==> config.mk <==
export PLATFORM = sky130hd
export DESIGN_NAME = fifo_flow_ctrl_flat
export DESIGN_NICKNAME = d
export VERILOG_FILES = /design/src/rtl/fifo_pkg.sv /design/src/rtl/fifo_flow_ctrl_if.sv /design/src/rtl/fifo_mem_dp.sv /design/src/rtl/fifo_flow_ctrl.sv /design/src/flat_wrapper.sv
export SDC_FILE = /design/constraint.sdc
export NUM_CORES = 1
export LEC_CHECK = 0
export ABC_CLOCK_PERIOD_IN_PS = 2800
export CAP_MARGIN = 20
export CORE_UTILIZATION = 51
export CTS_CLUSTER_DIAMETER = 150
export DETAILED_ROUTE_END_ITERATION = 10
export PLACE_DENSITY = 0.8
export SYNTH_ARGS = -nofsm -noshare
export SYNTH_HDL_FRONTEND = slang
export SYNTH_HIERARCHICAL = 1
export SYNTH_SLANG_ARGS = --single-unit
==> constraint.sdc <==
create_clock -name clk -period 2.8 [get_ports clk]
set_input_delay 0.28 -clock clk [delete_from_list [all_inputs] [get_ports clk]]
set_output_delay 0.28 -clock clk [all_outputs]
set_load 0.005 [all_outputs]
==> src/rtl/fifo_pkg.sv <==
// Shared constants and types for the flow-controlled FIFO slice.
// Build option: define FIFO_FWFT_EN for first-word fall-through reads.
package fifo_pkg;

  localparam int unsigned DefDataW = 8;
  localparam int unsigned DefAddrW = 3;
  localparam int unsigned DefAfRst = 6;
  localparam int unsigned DefAeRst = 2;

  // Occupancy needs one extra bit so that a full FIFO (count == DEPTH) is representable.
  function automatic int unsigned cnt_w(input int unsigned addr_w);
    return addr_w + 1;
  endfunction

  typedef struct packed {
    logic empty;
    logic full;
    logic afull;
    logic aempty;
  } flags_t;

endpackage

==> src/rtl/fifo_flow_ctrl_if.sv <==
// Push/pop, threshold-programming and status bundle of the flow-controlled FIFO.
interface fifo_flow_ctrl_if
  import fifo_pkg::*;
#(
  parameter int unsigned DATA_W = DefDataW,
  parameter int unsigned ADDR_W = DefAddrW
) ();

  localparam int unsigned CntW = cnt_w(ADDR_W);

  logic              write;
  logic [DATA_W-1:0] data_in_push;
  logic              read;
  logic [DATA_W-1:0] data_out_pop;
  logic              data_valid;
  logic              thr_load;
  logic [CntW-1:0]   af_thresh_in;
  logic [CntW-1:0]   ae_thresh_in;
  logic              err_clr;
  logic              fifo_empty;
  logic              fifo_full;
  logic              almost_full;
  logic              almost_empty;
  logic              fifo_pause;
  logic              fifo_error;
  logic              err_sticky;
  logic [CntW-1:0]   count;

  modport master (
    output write, data_in_push, read, thr_load, af_thresh_in, ae_thresh_in, err_clr,
    input  data_out_pop, data_valid, fifo_empty, fifo_full, almost_full, almost_empty,
    input  fifo_pause, fifo_error, err_sticky, count
  );

  modport slave (
    input  write, data_in_push, read, thr_load, af_thresh_in, ae_thresh_in, err_clr,
    output data_out_pop, data_valid, fifo_empty, fifo_full, almost_full, almost_empty,
    output fifo_pause, fifo_error, err_sticky, count
  );

endinterface

==> src/rtl/fifo_mem_dp.sv <==
// DEPTH x DATA_W storage: synchronous write port, combinational read port.
module fifo_mem_dp
  import fifo_pkg::*;
#(
  parameter int unsigned DATA_W = DefDataW,
  parameter int unsigned ADDR_W = DefAddrW
) (
  input  logic              clk_i,
  input  logic              we_i,
  input  logic [ADDR_W-1:0] waddr_i,
  input  logic [DATA_W-1:0] wdata_i,
  input  logic [ADDR_W-1:0] raddr_i,
  output logic [DATA_W-1:0] rdata_o
);

  logic [DATA_W-1:0] mem_q [2**ADDR_W];

  // Storage is deliberately not reset; stale words are never observable.
  always_ff @(posedge clk_i) begin
    if (we_i) begin
      mem_q[waddr_i] <= wdata_i;
    end
  end

  assign rdata_o = mem_q[raddr_i];

endmodule

==> src/rtl/fifo_flow_ctrl.sv <==
// Single-clock FIFO with programmable thresholds, hysteretic pause and error reporting.
// Build option: FIFO_FWFT_EN selects first-word fall-through instead of a registered read.
module fifo_flow_ctrl
  import fifo_pkg::*;
#(
  parameter int unsigned DATA_W = DefDataW,
  parameter int unsigned ADDR_W = DefAddrW,
  parameter int unsigned AF_RST = DefAfRst,
  parameter int unsigned AE_RST = DefAeRst
) (
  input logic             clk,
  input logic             reset,
  fifo_flow_ctrl_if.slave bus
);

  localparam int unsigned   CntW   = cnt_w(ADDR_W);
  localparam logic [CntW-1:0] DepthC = CntW'(2**ADDR_W);

  logic [ADDR_W-1:0] wr_ptr_q, rd_ptr_q;
  logic [CntW-1:0]   count_q, count_d;
  logic [CntW-1:0]   af_q, ae_q;
  flags_t            flags_q, flags_d;
  logic              pause_q, pause_d;
  logic              err_q, err_d;
  logic              sticky_q, sticky_d;
  logic              push_ok, pop_ok;
  logic [DATA_W-1:0] rd_data;

  fifo_mem_dp #(
    .DATA_W (DATA_W),
    .ADDR_W (ADDR_W)
  ) u_mem (
    .clk_i   (clk),
    .we_i    (push_ok),
    .waddr_i (wr_ptr_q),
    .wdata_i (bus.data_in_push),
    .raddr_i (rd_ptr_q),
    .rdata_o (rd_data)
  );

  always_comb begin
    pop_ok  = bus.read && !flags_q.empty;
    // A push at full only fits if a pop frees a slot on the same edge.
    push_ok = bus.write && (!flags_q.full || pop_ok);
    count_d = count_q + CntW'(push_ok) - CntW'(pop_ok);

    flags_d.empty  = (count_d == '0);
    flags_d.full   = (count_d == DepthC);
    flags_d.afull  = (count_d >= af_q);
    flags_d.aempty = (count_d != '0) && (count_d <= ae_q);

    pause_d = pause_q;
    if (count_d >= af_q) begin
      pause_d = 1'b1;
    end else if (count_d <= ae_q) begin
      pause_d = 1'b0;
    end

    err_d    = (bus.write && !push_ok) || (bus.read && !pop_ok);
    sticky_d = err_d ? 1'b1 : (bus.err_clr ? 1'b0 : sticky_q);
  end

  always_ff @(posedge clk or negedge reset) begin
    if (!reset) begin
      wr_ptr_q <= '0;
      rd_ptr_q <= '0;
      count_q  <= '0;
      flags_q  <= '{empty: 1'b1, full: 1'b0, afull: 1'b0, aempty: 1'b0};
      pause_q  <= 1'b0;
      err_q    <= 1'b0;
      sticky_q <= 1'b0;
      af_q     <= CntW'(AF_RST);
      ae_q     <= CntW'(AE_RST);
    end else begin
      if (push_ok) begin
        wr_ptr_q <= wr_ptr_q + 1'b1;
      end
      if (pop_ok) begin
        rd_ptr_q <= rd_ptr_q + 1'b1;
      end
      count_q  <= count_d;
      flags_q  <= flags_d;
      pause_q  <= pause_d;
      err_q    <= err_d;
      sticky_q <= sticky_d;
      if (bus.thr_load) begin
        af_q <= bus.af_thresh_in;
        ae_q <= bus.ae_thresh_in;
      end
    end
  end

`ifdef FIFO_FWFT_EN
  assign bus.data_out_pop = flags_q.empty ? '0 : rd_data;
  assign bus.data_valid   = !flags_q.empty;
`else
  logic [DATA_W-1:0] dout_q;
  logic              valid_q;

  always_ff @(posedge clk or negedge reset) begin
    if (!reset) begin
      dout_q  <= '0;
      valid_q <= 1'b0;
    end else begin
      valid_q <= pop_ok;
      if (pop_ok) begin
        dout_q <= rd_data;
      end
    end
  end

  assign bus.data_out_pop = dout_q;
  assign bus.data_valid   = valid_q;
`endif

  assign bus.fifo_empty   = flags_q.empty;
  assign bus.fifo_full    = flags_q.full;
  assign bus.almost_full  = flags_q.afull;
  assign bus.almost_empty = flags_q.aempty;
  assign bus.fifo_pause   = pause_q;
  assign bus.fifo_error   = err_q;
  assign bus.err_sticky   = sticky_q;
  assign bus.count        = count_q;

endmodule

==> src/flat_wrapper.sv <==
// flat-port wrapper written by rule: the top's interface ports become plain ports
module fifo_flow_ctrl_flat import fifo_pkg::*;
#(
  parameter int unsigned DATA_W = DefDataW,
  parameter int unsigned ADDR_W = DefAddrW,
  parameter int unsigned AF_RST = DefAfRst,
  parameter int unsigned AE_RST = DefAeRst
)
  (clk, reset, bus_write, bus_data_in_push, bus_read, bus_thr_load, bus_af_thresh_in, bus_ae_thresh_in, bus_err_clr, bus_data_out_pop, bus_data_valid, bus_fifo_empty, bus_fifo_full, bus_almost_full, bus_almost_empty, bus_fifo_pause, bus_fifo_error, bus_err_sticky, bus_count);
  fifo_flow_ctrl_if #(.DATA_W(DATA_W), .ADDR_W(ADDR_W)) bus_i ();
  input logic clk;
  input logic reset;
  input wire logic [$bits(bus_i.write)-1:0] bus_write;
  input wire logic [$bits(bus_i.data_in_push)-1:0] bus_data_in_push;
  input wire logic [$bits(bus_i.read)-1:0] bus_read;
  input wire logic [$bits(bus_i.thr_load)-1:0] bus_thr_load;
  input wire logic [$bits(bus_i.af_thresh_in)-1:0] bus_af_thresh_in;
  input wire logic [$bits(bus_i.ae_thresh_in)-1:0] bus_ae_thresh_in;
  input wire logic [$bits(bus_i.err_clr)-1:0] bus_err_clr;
  output wire logic [$bits(bus_i.data_out_pop)-1:0] bus_data_out_pop;
  output wire logic [$bits(bus_i.data_valid)-1:0] bus_data_valid;
  output wire logic [$bits(bus_i.fifo_empty)-1:0] bus_fifo_empty;
  output wire logic [$bits(bus_i.fifo_full)-1:0] bus_fifo_full;
  output wire logic [$bits(bus_i.almost_full)-1:0] bus_almost_full;
  output wire logic [$bits(bus_i.almost_empty)-1:0] bus_almost_empty;
  output wire logic [$bits(bus_i.fifo_pause)-1:0] bus_fifo_pause;
  output wire logic [$bits(bus_i.fifo_error)-1:0] bus_fifo_error;
  output wire logic [$bits(bus_i.err_sticky)-1:0] bus_err_sticky;
  output wire logic [$bits(bus_i.count)-1:0] bus_count;
  assign bus_i.write = bus_write;
  assign bus_i.data_in_push = bus_data_in_push;
  assign bus_i.read = bus_read;
  assign bus_i.thr_load = bus_thr_load;
  assign bus_i.af_thresh_in = bus_af_thresh_in;
  assign bus_i.ae_thresh_in = bus_ae_thresh_in;
  assign bus_i.err_clr = bus_err_clr;
  assign bus_data_out_pop = bus_i.data_out_pop;
  assign bus_data_valid = bus_i.data_valid;
  assign bus_fifo_empty = bus_i.fifo_empty;
  assign bus_fifo_full = bus_i.fifo_full;
  assign bus_almost_full = bus_i.almost_full;
  assign bus_almost_empty = bus_i.almost_empty;
  assign bus_fifo_pause = bus_i.fifo_pause;
  assign bus_fifo_error = bus_i.fifo_error;
  assign bus_err_sticky = bus_i.err_sticky;
  assign bus_count = bus_i.count;
  fifo_flow_ctrl #(.DATA_W(DATA_W), .ADDR_W(ADDR_W), .AF_RST(AF_RST), .AE_RST(AE_RST)) u_core (.clk(clk), .reset(reset), .bus(bus_i));
endmodule
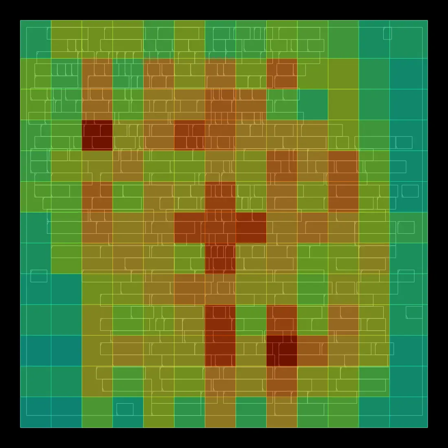
*Routing congestion, run 1*
global routing met2 resource utilization: 30.2%
Avg WL per Cell: 17.9 um

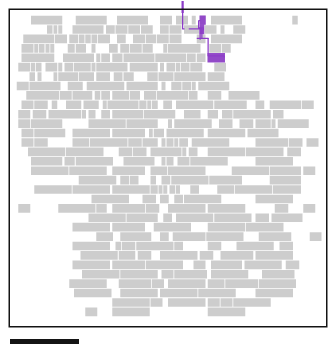
*Nets reached from selected ports, run 1*
Bar = 20 um.
`bus_read` -> purple  # bits 1, direction input, end cells 3, wire 33.8 um

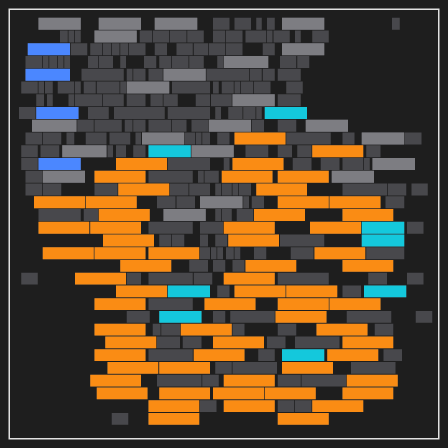
*Sequential cells colored by netlist name, run 1*
`u_core/bus.data_out_pop` -> cyan  # placed flops 8
`u_core/ae_q` -> blue  # placed flops 4, where north-west
`u_core/u_mem/mem_q` -> orange  # placed flops 64

==> flow_metrics.tcl, run 1 <==
# metrics dict for downstream scripts
set metrics [dict create \
    status "finished with violations" \
    failed_checks "hold timing" \
    signal_buffers 69 \
    drv_slew 0 \
    cts_setup_buffers 2 \
    reg2reg_depth 11 \
    die_w_um 91.3 \
    seq_cell_power_mw 2.10 \
    critical_path_required_ps 3040 \
    tns_ps 0 \
    fin_area_um2 5080 \
    wl_met3_um 186 \
    dr.pass1.iters 4 \
    crit_path_start_kind "register" \
    crit_top_cell "ha_4" \
    top_layer_used "met4" \
    non_clock_inverter_count 15 \
    drv_cap 0 \
    grt_max_degree 35 \
    cts-hold-fix-buffers 0 \
    ys_ff 98 \
    grt.met3_usage_pct 3.77 \
    cts_tree "built" \
    p_clk_share_pct 18.6 \
    crit_fanout 3 \
    logic_family "multiplexers" \
    leakagePower_nw 1.94 \
    power_density_nw_per_um2 1060 \
    cts_sinks 98 \
    antenna_left 0 \
    switching_power_mw 1.68 \
    rr_endpoint "u_core/bus.fifo_pause$_DFFE_PN0P_" \
    critPathMaxStageDelay_ps 620 \
    synthCells 229 \
    drc 0 \
    hold_viol 20 \
    fp_util_pct 52.7 \
    finalWeightedCongestion 0.755 \
    power_frac_comb_pct 42.6 \
    seq_share_pct 54.7 \
    swShare_pct 31.1 \
    area_leaders "edfxtp_1 47%, dfrtp_1 18%, mux4_1 9.7%, mux2_2 5.8%, ha_1 3.4%" \
    xor_area_share_pct 1.29 \
    flop_area_um2 2780 \
    tool_warnings 27 \
    overflow 0 \
    top_cells_by_count "64 x edfxtp_1, 30 x dfrtp_1, 21 x mux2_2" \
    num-clock-buffers 9 \
    root_buffer "clkbuf_8" \
    synthMuxAreaShare_pct 16.1 \
    nMultiInputCombCells 109 \
    relSlewSlack_pct 47.9 \
    timing.hold.ws_ps -10.9 \
    regToRegSetupSlack_ps 8 \
    vias 2210 \
    final_cells 409 \
    port-buffer-count 41 \
    yosys_most_used_dff "edfxtp_1" \
    aoi_share_pct 3.41 \
    cp.arrival_ps 3030 \
    route.met2.wl_um 3790 \
    clockNetworkAreaShare_pct 4.41 \
    rr_startpoint "u_core/bus.fifo_empty$_DFF_PN1_" \
    yosys_cells 229 \
    fillerInstances 496 \
    dpl_cell_area_um2 4750 \
    crit_type "reg2reg" \
    synth_nets 263 \
    crit_chain "nor2b_4 > buf_4 > ha_4 > inv_2 > ha_4 > fa_2 > ha_4 > nand2b_4 > a32oi_2 > o32ai_2 > o221ai_1" \
    viasPerCell 5.40 \
    netlist_area_um2 4070 \
    track_usage_pct 18.4 \
    use_met1_pct 23.5 \
    drive_above_1_share_pct 30.0 \
    worst-slew-pin-transition_ps 781 \
    antenna_found_initial 0 \
    edf_count 64 \
    yosysUniqueCellTypes 40 \
    layout_setup_ws_ps 7.78 \
    fa_ha_area_share_pct 4.12 \
    crit_slowest_cell "fa_2" \
    setup_viol 0 \
    crit_cells 11 \
    cpLargestDelayFamily "adder cells" \
    row_count 32 \
    lay_top_count "edfxtp_1" \
    largestClassByArea "sequential cells" \
    core_area_um2 7730 \
    ys_seq_share_pct 68.3 \
    mi_logic_area_um2 1280 \
    pg_clk_mw 1.01 \
    met1_length_um 3190 \
]
### Metal 1, run 1

Supply wires on this layer in gray. Cells faint in the background.
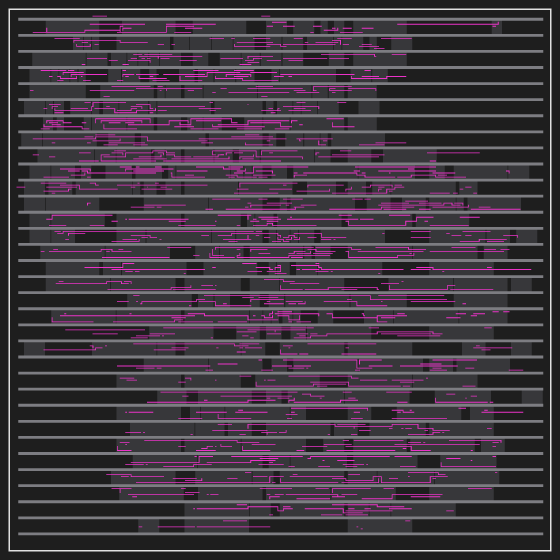

==> run 2: changes to the inputs <==
--- a/config.mk
+++ b/config.mk
@@ -5,7 +5,7 @@
 export SDC_FILE = /design/constraint.sdc
 export NUM_CORES = 1
 export LEC_CHECK = 0
-export ABC_CLOCK_PERIOD_IN_PS = 2800
+export ABC_CLOCK_PERIOD_IN_PS = 2280
 export CAP_MARGIN = 20
 export CORE_UTILIZATION = 51
 export CTS_CLUSTER_DIAMETER = 150
==> constraint.sdc (replaced) <==
create_clock -name clk -period 2.28 [get_ports clk]
set_input_delay 0.228 -clock clk [delete_from_list [all_inputs] [get_ports clk]]
set_output_delay 0.228 -clock clk [all_outputs]
set_load 0.005 [all_outputs]
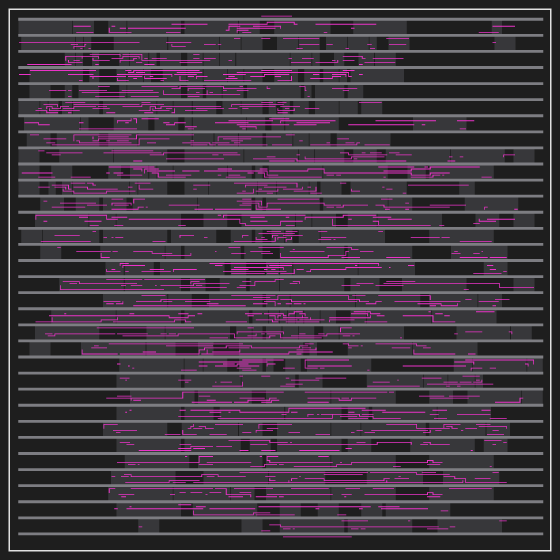
*Metal 1, run 2*
Supply wires on this layer in gray. Cells faint in the background.
main direction = horizontal
longest straight run = 45.5 um
nets with wire on the layer = 322
wire length on this layer = 3350 um

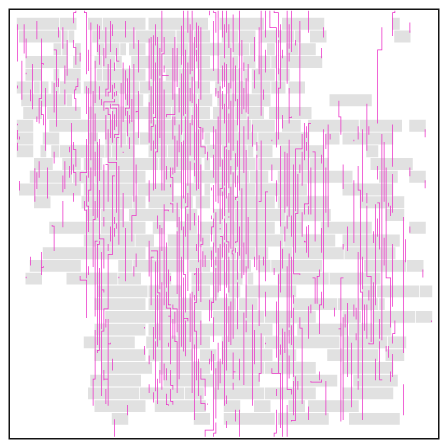
*Met2 routing, run 2*
Cells faint in the background.
nets with wire on the layer = 313
wire length on this layer = 4420 um
main direction = vertical
longest straight run = 43.9 um
Total Wirelength: 8160 um
total vias in the final route: 2257
global routing met2 resource utilization: 35.4%

==> flow_metrics.tcl, run 2 <==
# metrics dict for downstream scripts
set metrics [dict create \
    status "finished with violations" \
    failed_checks "setup timing" \
    cp.arrival_ps 3100 \
    drc 0 \
    synthArstFlopShare_pct 34.7 \
    grt_setup_unrepaired "true" \
    crit_chain "nor2b_4 > o21a_1 > inv_2 > ha_4 > inv_2 > ha_4 > fa_2 > ha_4 > nand2b_4 > a211oi_4 > o32ai_2 > o221ai_1" \
    drv_cap 0 \
    drv_slew 0 \
    ios 42 \
    yosysWarnings 6 \
    timing.hold.ws_ps 397 \
    min_period_over_period_pct 124 \
    drive_above_1_share_pct 33.9 \
    fa_ha_area_share_pct 4.12 \
    taps 102 \
    clockNetworkAreaShare_pct 3.62 \
    antenna_cells 0 \
    clockBufferDepth 2 \
    yosys_most_used_dff "edfxtp_1" \
    crit_path_start_kind "register" \
    largestClassByArea "sequential cells" \
    p_total_mw 7.13 \
    die_w_um 91.3 \
    synthCells 229 \
    finClkSkew_ps 16.1 \
    synth_nets 263 \
    tns_ps -1890 \
    layout_top_cells_excl_fill_tap "64 x edfxtp_1, 40 x clkdlybuf4s50_1, 30 x buf_4, 30 x dfrtp_1, 21 x mux2_2" \
    finalWeightedCongestion 0.764 \
    flop_area_um2 2780 \
    cts_made_buffers 9 \
    root_buffer "clkbuf_8" \
    relSlewSlack_pct 47.9 \
    regToRegSetupSlack_ps -540 \
    core_area_um2 7730 \
    cpLargestDelayFamily "adder cells" \
    crit_slowest_cell "dfstp_2" \
    crit_type "reg2reg" \
    largest_area_cell "edfxtp_1" \
    nets 345 \
    power_frac_comb_pct 49.4 \
    powerComb_mw 3.52 \
    wl_met3_um 254 \
    fin_area_um2 5220 \
    critPathMaxStageDelay_ps 570 \
    cts_tree "built" \
    post-dp-hpwl_um 5020 \
    yosysMostFrequentCell "edfxtp_1" \
    nonClkBufAreaFrac_pct 13.6 \
    area_leaders "edfxtp_1 47%, dfrtp_1 18%, mux4_1 9.7%, mux2_2 5.8%, ha_1 3.4%" \
    worstSetupEndpoint "u_core/bus.fifo_pause$_DFFE_PN0P_" \
    largest_reg_flops 64 \
    tool_warnings 29 \
    netlist_area_um2 4070 \
    route.met2.wl_um 4420 \
    rr_startpoint "u_core/bus.fifo_empty$_DFF_PN1_" \
    simple_gate_share_pct 4.18 \
    seq_cells 98 \
    top_layer_used "met4" \
    p_clk_share_pct 15.1 \
    crit_cells 12 \
    dp.cells 397 \
    fillerInstances 490 \
    final_cells 418 \
    reg2reg_depth 12 \
    syn_area_per_cell_um2 17.8 \
    power_density_nw_per_um2 1370 \
    cp-startpoint "u_core/bus.fifo_empty$_DFF_PN1_" \
    seq_cell_power_mw 2.53 \
    num-clock-buffers 9 \
    mi_logic_area_um2 1360 \
    dp_slack_ps -802 \
    hold_viol 0 \
    dpl_cell_area_um2 4850 \
    switching_power_mw 2.44 \
    viasPerCell 5.40 \
    non_clock_inverter_count 15 \
    worst-slew-pin-transition_ps 781 \
    crit_buf_inv 2 \
    cts_sinks 98 \
    critical_path_required_ps 2560 \
    lay_top_count "edfxtp_1" \
    port-buffer-count 41 \
    aoi_share_pct 3.41 \
    cts_setup_buffers 3 \
    met1_length_um 3350 \
    maxPowerGroup "combinational cells" \
    antenna_found_initial 0 \
    area_growth_syn_to_layout_pct 28.4 \
    chipArea_um2 8340 \
    overflow 0 \
    nMultiInputCombCells 109 \
    fp_util_pct 52.7 \
    crit_top_cell "ha_4" \
    yosys_area_um2 4070 \
    fmax_mhz 354 \
    worstSetupEndpointType "register" \
    synthMuxAreaShare_pct 16.1 \
    xor_area_share_pct 1.29 \
    seq_share_pct 53.2 \
    grt_max_degree 35 \
    dr.pass1.iters 4 \
    min_path_type "in2reg" \
    crit_fanout 3 \
    leakagePower_nw 1.99 \
    pg_clk_mw 1.08 \
    cts.clk_slew.worst_paths_ps 110 \
    edf_count 64 \
    ys_ff 98 \
    swShare_pct 34.2 \
    h-tree-depth 3 \
    row_count 32 \
    setup_viol 6 \
    rr_endpoint "u_core/bus.fifo_pause$_DFFE_PN0P_" \
    cts-hold-fix-buffers 1 \
    yosys_cells 229 \
    top_cells_by_count "64 x edfxtp_1, 30 x dfrtp_1, 21 x mux2_2" \
    ys_seq_share_pct 68.3 \
    signal_buffers 78 \
    antenna_left 0 \
    yosysUniqueCellTypes 40 \
    logic_family "multiplexers" \
    layout_setup_ws_ps -542 \
    ir_worst_vdd_uv 769 \
    p_int_mw 4.69 \
    use_met1_pct 25.3 \
]
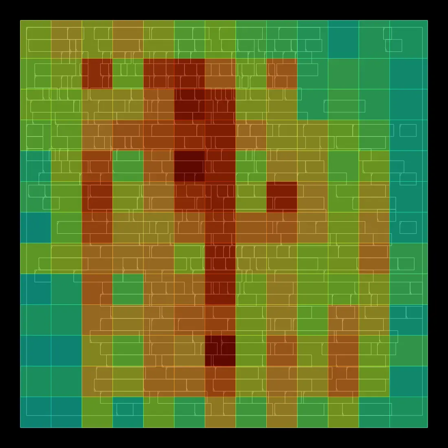
*Routing congestion, run 2*
busiest grt layer: met2
Core Util, Final: 67.6%
Total Routing Usage GR: 20.5%
Avg WL per Cell: 19.5 um
met3 global-route usage: 4.61%

### Sequential cells colored by netlist name, run 2

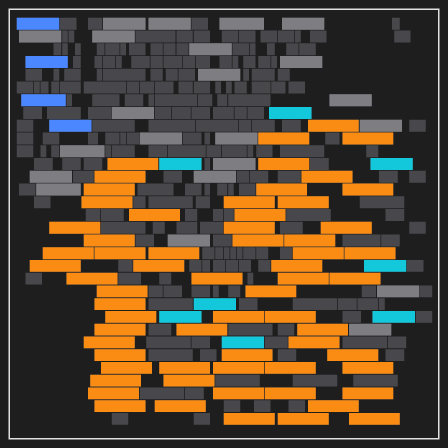

==> run 3: changes to the inputs <==
--- a/config.mk
+++ b/config.mk
@@ -7,6 +7,7 @@
 export LEC_CHECK = 0
 export ABC_CLOCK_PERIOD_IN_PS = 2280
 export CAP_MARGIN = 20
+export CORE_ASPECT_RATIO = 2
 export CORE_UTILIZATION = 51
 export CTS_CLUSTER_DIAMETER = 150
 export DETAILED_ROUTE_END_ITERATION = 10
@@ -15,3 +16,4 @@
 export SYNTH_HDL_FRONTEND = slang
 export SYNTH_HIERARCHICAL = 1
 export SYNTH_SLANG_ARGS = --single-unit
+export TNS_END_PERCENT = 20
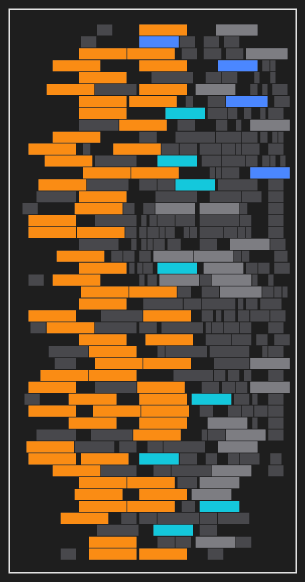
*Sequential cells colored by netlist name, run 3*
`u_core/u_mem/mem_q` -> orange  # placed flops 64
`u_core/bus.data_out_pop` -> cyan  # placed flops 8
`u_core/ae_q` -> blue  # placed flops 4, where north-east
sequential cell power: 2.52 mW
Seq area share: 53.8%
Core Util, Final: 67.5%

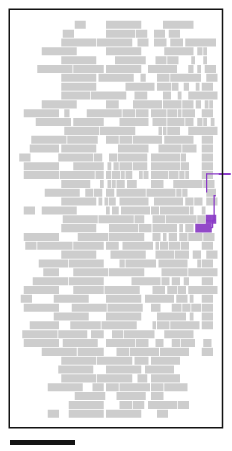
*Nets reached from selected ports, run 3*
Bar = 20 um.
`bus_read` -> purple  # bits 1, direction input, end cells 3, wire 24.7 um
I/O pin count: 42
port bufs: 41

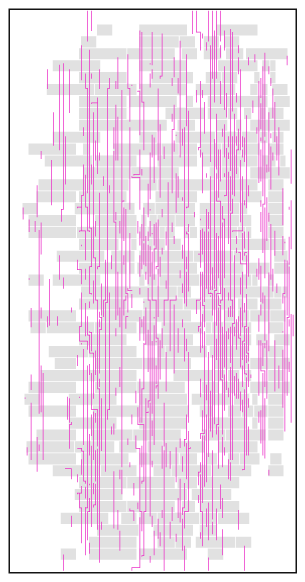
*Met2 routing, run 3*
Cells faint in the background.
nets with wire on the layer = 302
share of all routed wire = 59%
wire length on this layer = 4420 um

==> flow_metrics.tcl, run 3 <==
# metrics dict for downstream scripts
set metrics [dict create \
    status "finished with violations" \
    failed_checks "setup timing" \
    layout_setup_ws_ps -550 \
    largest_area_cell "edfxtp_1" \
    relSlewSlack_pct 67.6 \
    synth_nets 263 \
    p_int_mw 4.88 \
    crit_top_cell "ha_4" \
    ys_seq_share_pct 68.3 \
    area_growth_syn_to_layout_pct 27.0 \
    clockNetworkAreaShare_pct 5.98 \
    h-tree-depth 3 \
    tool_warnings 29 \
    p_clk_share_pct 21.1 \
    viasPerCell 5.55 \
    wl_met3_um 268 \
    nMultiInputCombCells 109 \
    nonClkBufAreaFrac_pct 12.2 \
    drc 0 \
    top_layer_used "met4" \
    maxPowerGroup "combinational cells" \
    antenna_cells 0 \
    seq_cells 98 \
    power_frac_comb_pct 43.1 \
    overflow 0 \
    fmax_mhz 353 \
    cp-startpoint "u_core/bus.fifo_empty$_DFF_PN1_" \
    cts-hold-fix-buffers 0 \
    yosys_area_um2 4070 \
    ys_ff 98 \
    lay_top_count "edfxtp_1" \
    drive_above_1_share_pct 29.1 \
    antenna_found_initial 0 \
    grt.met3_usage_pct 4.98 \
    root_buffer "clkbuf_16" \
    simple_gate_share_pct 4.18 \
    timing.hold.ws_ps 309 \
    chipArea_um2 8360 \
    crit_chain "nor2b_4 > o21a_1 > inv_1 > ha_1 > inv_2 > ha_4 > fa_2 > ha_4 > nand2b_4 > a211oi_4 > o32ai_2 > o221ai_1" \
    flop_area_um2 2780 \
    cts.clk_slew.worst_paths_ps 60 \
    cts_tree "built" \
    finClkSkew_ps 4.76 \
    yosys_most_used_dff "edfxtp_1" \
    yosys_cells 229 \
    antenna_left 0 \
    finalWeightedCongestion 0.791 \
    p_total_mw 7.04 \
    routedWlPerCell_um 18.8 \
    worst-slew-pin-transition_ps 486 \
    non_clock_inverter_count 15 \
    setup_viol 5 \
    top_usage_layer "met2" \
    layout_top_cells_excl_fill_tap "64 x edfxtp_1, 40 x clkdlybuf4s50_1, 30 x dfrtp_1" \
    dr.pass1.iters 4 \
    power_density_nw_per_um2 1360 \
    worstSetupEndpointType "register" \
    cts_setup_buffers 0 \
    num-clock-buffers 12 \
    drv_slew 0 \
    netlist_area_um2 4070 \
    powerComb_mw 3.03 \
    routed_wl_um 7540 \
    grt_max_degree 35 \
    fin_area_um2 5170 \
    cts_made_buffers 9 \
    drv_cap 0 \
    fa_ha_area_share_pct 4.12 \
    cpLargestDelayFamily "adder cells" \
    dpl_cell_area_um2 4780 \
    worstSetupEndpoint "u_core/bus.fifo_pause$_DFFE_PN0P_" \
    rr_endpoint "u_core/bus.fifo_pause$_DFFE_PN0P_" \
    min_period_over_period_pct 124 \
    mi_logic_area_um2 1280 \
    ir_worst_vdd_uv 709 \
    yosysWarnings 6 \
    reg2reg_depth 12 \
    crit_cells 12 \
    yosysUniqueCellTypes 40 \
    critical_path_required_ps 2480 \
    fp_util_pct 53.1 \
    tns_ps -1580 \
    min_path_type "in2async" \
    pg_clk_mw 1.48 \
    crit_type "reg2reg" \
    dp_slack_ps -930 \
    final_cells 400 \
    use_met1_pct 18.9 \
    synthCells 229 \
    nets 335 \
    top_cells_by_count "64 x edfxtp_1, 30 x dfrtp_1, 21 x mux2_2" \
    fillerInstances 530 \
    swShare_pct 30.7 \
    critPathMaxStageDelay_ps 550 \
    aoi_share_pct 3.41 \
    largest_reg_flops 64 \
    crit_fanout 3 \
    met1_length_um 2560 \
    synthMuxAreaShare_pct 16.1 \
    edf_count 64 \
    cp.arrival_ps 3030 \
    rr_startpoint "u_core/bus.fifo_empty$_DFF_PN1_" \
    leakagePower_nw 1.99 \
    synthArstFlopShare_pct 34.7 \
    hold_viol 0 \
    clockBufferDepth 2 \
    logic_family "multiplexers" \
    yosysMostFrequentCell "edfxtp_1" \
    route.met2.wl_um 4420 \
    signal_buffers 68 \
    switching_power_mw 2.16 \
    grt_setup_unrepaired "true" \
]
No activity file was given, so power comes from the tool's default toggle rates.
